`src/rtl/nibble_serial_adder_ctrl_pkg.sv`:
```
// rtl/nibble_serial_adder_ctrl_pkg.sv - shared types and constants for the nibble-serial adder
package nibble_serial_adder_ctrl_pkg;

    localparam int NIBBLE_W = 4;

    typedef enum logic [1:0] {
        S_IDLE = 2'd0,
        S_RUN  = 2'd1,
        S_DONE = 2'd2
    } state_t;

    function automatic bit width_ok(input int w);
        return (w >= NIBBLE_W) && ((w % NIBBLE_W) == 0);
    endfunction

endpackage

```
`src/rtl/nibble_serial_adder_ctrl_nibble_adder4.sv`:
```
// rtl/nibble_serial_adder_ctrl_nibble_adder4.sv - combinational 4-bit ripple-carry adder
module nibble_adder4
    import nibble_serial_adder_ctrl_pkg::*;
(
    output logic [NIBBLE_W-1:0] s,
    output logic                co,
    input  logic [NIBBLE_W-1:0] x,
    input  logic [NIBBLE_W-1:0] y,
    input  logic                ci
);

    logic [NIBBLE_W:0] c;

    always_comb begin
        c    = '0;
        s    = '0;
        c[0] = ci;
        for (int i = 0; i < NIBBLE_W; i++) begin
            s[i]   = x[i] ^ y[i] ^ c[i];
            c[i+1] = (x[i] & y[i]) | (x[i] & c[i]) | (y[i] & c[i]);
        end
    end

    assign co = c[NIBBLE_W];

endmodule

```
`src/rtl/nibble_serial_adder_ctrl.sv`:
```
// rtl/nibble_serial_adder_ctrl.sv - WIDTH-bit add/sub sequenced over one shared nibble adder
module nibble_serial_adder_ctrl
    import nibble_serial_adder_ctrl_pkg::*;
#(
    parameter int WIDTH = 16
) (
    input  logic             clk,
    input  logic             rst,
    input  logic             in_valid,
    output logic             in_ready,
    input  logic [WIDTH-1:0] a,
    input  logic [WIDTH-1:0] b,
    input  logic             cin,
    input  logic             sub,
    output logic             out_valid,
    input  logic             out_ready,
    output logic [WIDTH-1:0] sum,
    output logic             cout,
    output logic             ovf,
    output logic             busy
);

    localparam int NIB   = WIDTH / NIBBLE_W;
    localparam int IDX_W = (NIB > 1) ? $clog2(NIB) : 1;
    localparam int MSB   = WIDTH - 1;
    localparam logic [IDX_W-1:0] LAST = IDX_W'(NIB - 1);

    generate
        if (!width_ok(WIDTH)) begin : g_width_check
            $error("nibble_serial_adder_ctrl: WIDTH must be a multiple of 4 and >= 4");
        end
    endgenerate

    state_t             state;
    logic [IDX_W-1:0]   idx;
    logic               carry;
    logic [WIDTH-1:0]   a_r;
    logic [WIDTH-1:0]   b_r;
    logic [WIDTH-1:0]   work;
    logic [WIDTH-1:0]   work_next;
    logic [IDX_W+1:0]   bit_base;
    logic [NIBBLE_W-1:0] nib_s;
    logic               nib_co;
    logic               ovf_next;

    assign bit_base = {idx, 2'b00};

    nibble_adder4 u_adder (
        .s  (nib_s),
        .co (nib_co),
        .x  (a_r[bit_base +: NIBBLE_W]),
        .y  (b_r[bit_base +: NIBBLE_W]),
        .ci (carry)
    );

    // b_r already holds ~b for subtract, so the sign rule uses the effective operand
    always_comb begin
        work_next = work;
        work_next[bit_base +: NIBBLE_W] = nib_s;
        ovf_next = (a_r[MSB] == b_r[MSB]) && (work_next[MSB] != a_r[MSB]);
    end

    always_ff @(posedge clk) begin
        if (rst) begin
            state     <= S_IDLE;
            idx       <= '0;
            carry     <= 1'b0;
            a_r       <= '0;
            b_r       <= '0;
            work      <= '0;
            sum       <= '0;
            cout      <= 1'b0;
            ovf       <= 1'b0;
            out_valid <= 1'b0;
            busy      <= 1'b0;
            in_ready  <= 1'b1;
        end else begin
            case (state)
                S_IDLE: begin
                    if (in_valid) begin
                        a_r      <= a;
                        b_r      <= sub ? ~b : b;
                        carry    <= sub | cin;
                        idx      <= '0;
                        in_ready <= 1'b0;
                        busy     <= 1'b1;
                        state    <= S_RUN;
                    end
                end
                S_RUN: begin
                    work  <= work_next;
                    carry <= nib_co;
                    idx   <= idx + 1'b1;
                    if (idx == LAST) begin
                        sum       <= work_next;
                        cout      <= nib_co;
                        ovf       <= ovf_next;
                        out_valid <= 1'b1;
                        idx       <= '0;
                        state     <= S_DONE;
                    end
                end
                S_DONE: begin
                    if (out_ready) begin
                        out_valid <= 1'b0;
                        busy      <= 1'b0;
                        in_ready  <= 1'b1;
                        state     <= S_IDLE;
                    end
                end
                default: state <= S_IDLE;
            endcase
        end
    end

endmodule

```
`config.mk`:
```
export PLATFORM = sky130hd
export DESIGN_NAME = nibble_serial_adder_ctrl
export DESIGN_NICKNAME = d
export VERILOG_FILES = /design/src/rtl/nibble_serial_adder_ctrl_pkg.sv /design/src/rtl/nibble_serial_adder_ctrl_nibble_adder4.sv /design/src/rtl/nibble_serial_adder_ctrl.sv
export SDC_FILE = /design/constraint.sdc
export NUM_CORES = 1
export LEC_CHECK = 0
export ABC_AREA = 1
export CAP_MARGIN = 20
export CORE_MARGIN = 5
export CORE_UTILIZATION = 48
export CTS_BUF_LIST = sky130_fd_sc_hd__clkbuf_8 sky130_fd_sc_hd__clkbuf_16
export CTS_CLUSTER_SIZE = 14
export DETAILED_ROUTE_END_ITERATION = 8
export PLACE_DENSITY = 0.69
export SYNTH_ARGS = -nofsm -noshare
export SYNTH_HDL_FRONTEND = slang
export SYNTH_SLANG_ARGS = --single-unit
```
`constraint.sdc`:
```
create_clock -name clk -period 3.5 [get_ports clk]
set_input_delay 0.525 -clock clk [delete_from_list [all_inputs] [get_ports clk]]
set_output_delay 0.525 -clock clk [all_outputs]
set_load 0.01 [all_outputs]
```
### Metal 1

The bar under the picture is 20 µm long.
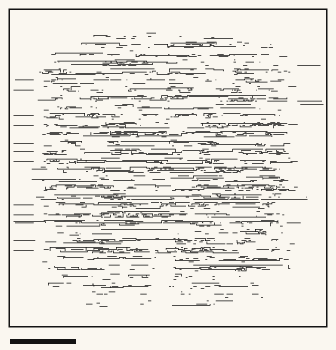
share of all routed wire: 44%
main direction: horizontal
wire length on this layer: 3480 µm

### M2 wires

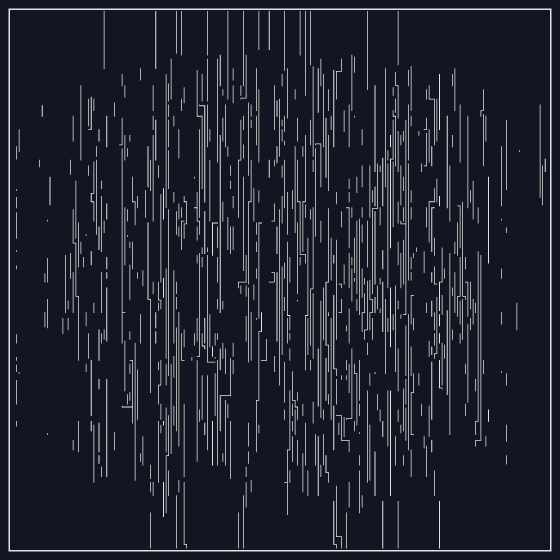
share of all routed wire: 50%
nets with wire on the layer: 434
wire length on this layer: 3910 µm

### The metal 3 layer

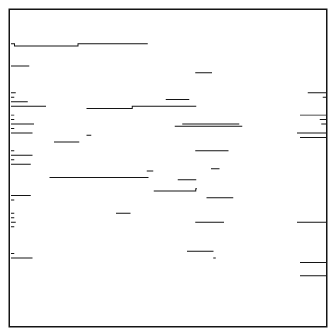
main direction: horizontal
wire length on this layer: 348 µm
nets with wire on the layer: 44
longest straight run: 29.9 µm
total wire length after detailed routing: 7840 µm
GR met3 Demand/Resource: 0.0414
count of vias placed by the detailed router: 3017

### Routing congestion map

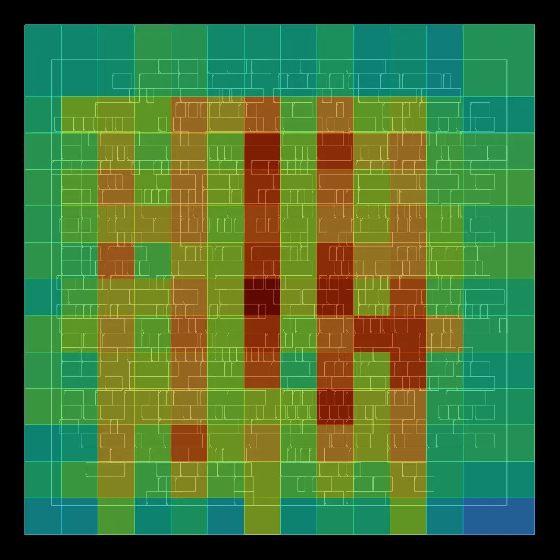
global-route layer with the greatest usage: met2
detailed-route wire length per cell: 13.0 µm

==> notes.md <==
Physical implementation

The arrival time at the worst endpoint is 3400 ps. Of the total power, the share spent switching nets is 0.273. The run finished with clean final reports.

On the critical path the largest part of the delay comes from adder cells. Averaged over all synthesized cells, the footprint is 7.89 µm². The sequential cell area is 1480 µm². Per report_power, the Sequential row totals 927 µW. The library cell used most frequently in the layout, excluding fill and tap cells, is sky130_fd_sc_hd__dfxtp_1. The layout overhead on the synthesized area is 22.0%. The number of remaining DRC errors is 0. In this run, post-CTS repair resized a total of 0 instances. Leaving out filler cells and counting taps, the final layout contains 602.

The pre-antenna-repair detailed-routing pass consisted of 4 iterations. The global-route wire length before repair is 13600 µm. The adder-cell share of the synthesized area is 0.0434. 0 antenna diodes ended up in the layout. The proportion of cell area spent on the clock network is 0.0513. The top routing layer in use is met4.

The fraction of the cycle the final worst path needs is 0.903. The critical path launch point type is a flop. The worst reg-to-reg path cell count is 11. The CTS H-tree depth is 3.

For reference, the placement row count at floorplan is 31. 282 cells are multi-input combinational gates. The power report attributes to the sequential group a share of 0.463.

The mapped netlist covers 3570 µm². The compound-gate portion of the synthesized area is 0.256. The global routing report lists combined usage of all routing layers as 0.189. At the end of routability-driven placement, the weighted congestion stood at 0.854.

The part of the total power dissipated in combinational logic is 0.179. The standard cell with the maximum stage delay on the critical path is sky130_fd_sc_hd__dfxtp_1. The sequential cell count is 74. The total overflow left after global routing is 0. By count the netlist is led by sky130_fd_sc_hd__dfxtp_1 (74), sky130_fd_sc_hd__o21ai_0 (65), sky130_fd_sc_hd__inv_1 (64), sky130_fd_sc_hd__nor2_1 (64), sky130_fd_sc_hd__a21oi_1 (31).

By instance count, the leading cell after synthesis is sky130_fd_sc_hd__dfxtp_1. The source of the critical timing path is idx[0]$_SDFFE_PP0P_. The number of hold buffers added after cts is 0. The total cell area reported by yosys after synthesis is 3570 µm². In this run, distinct cell masters in the synthesized netlist total 31. The total net switching power is 547 µW. The kind of end point of the critical path is a flop. The multi-input gate area in the final layout is 1660 µm². The worst register-to-register path ends at work[15]$_SDFFE_PP0P_. The maximum fanout along the worst path is 18. The met1 wire length is 3480 µm. Per the OpenROAD floorplan log, the width of the die is 96.3 µm. The met1 capacity usage during global routing is 0.221. The total count of max-transition violations in the final report is 0. The dominant power group in this design is registers.
No activity file was given, so power comes from the tool's default toggle rates.
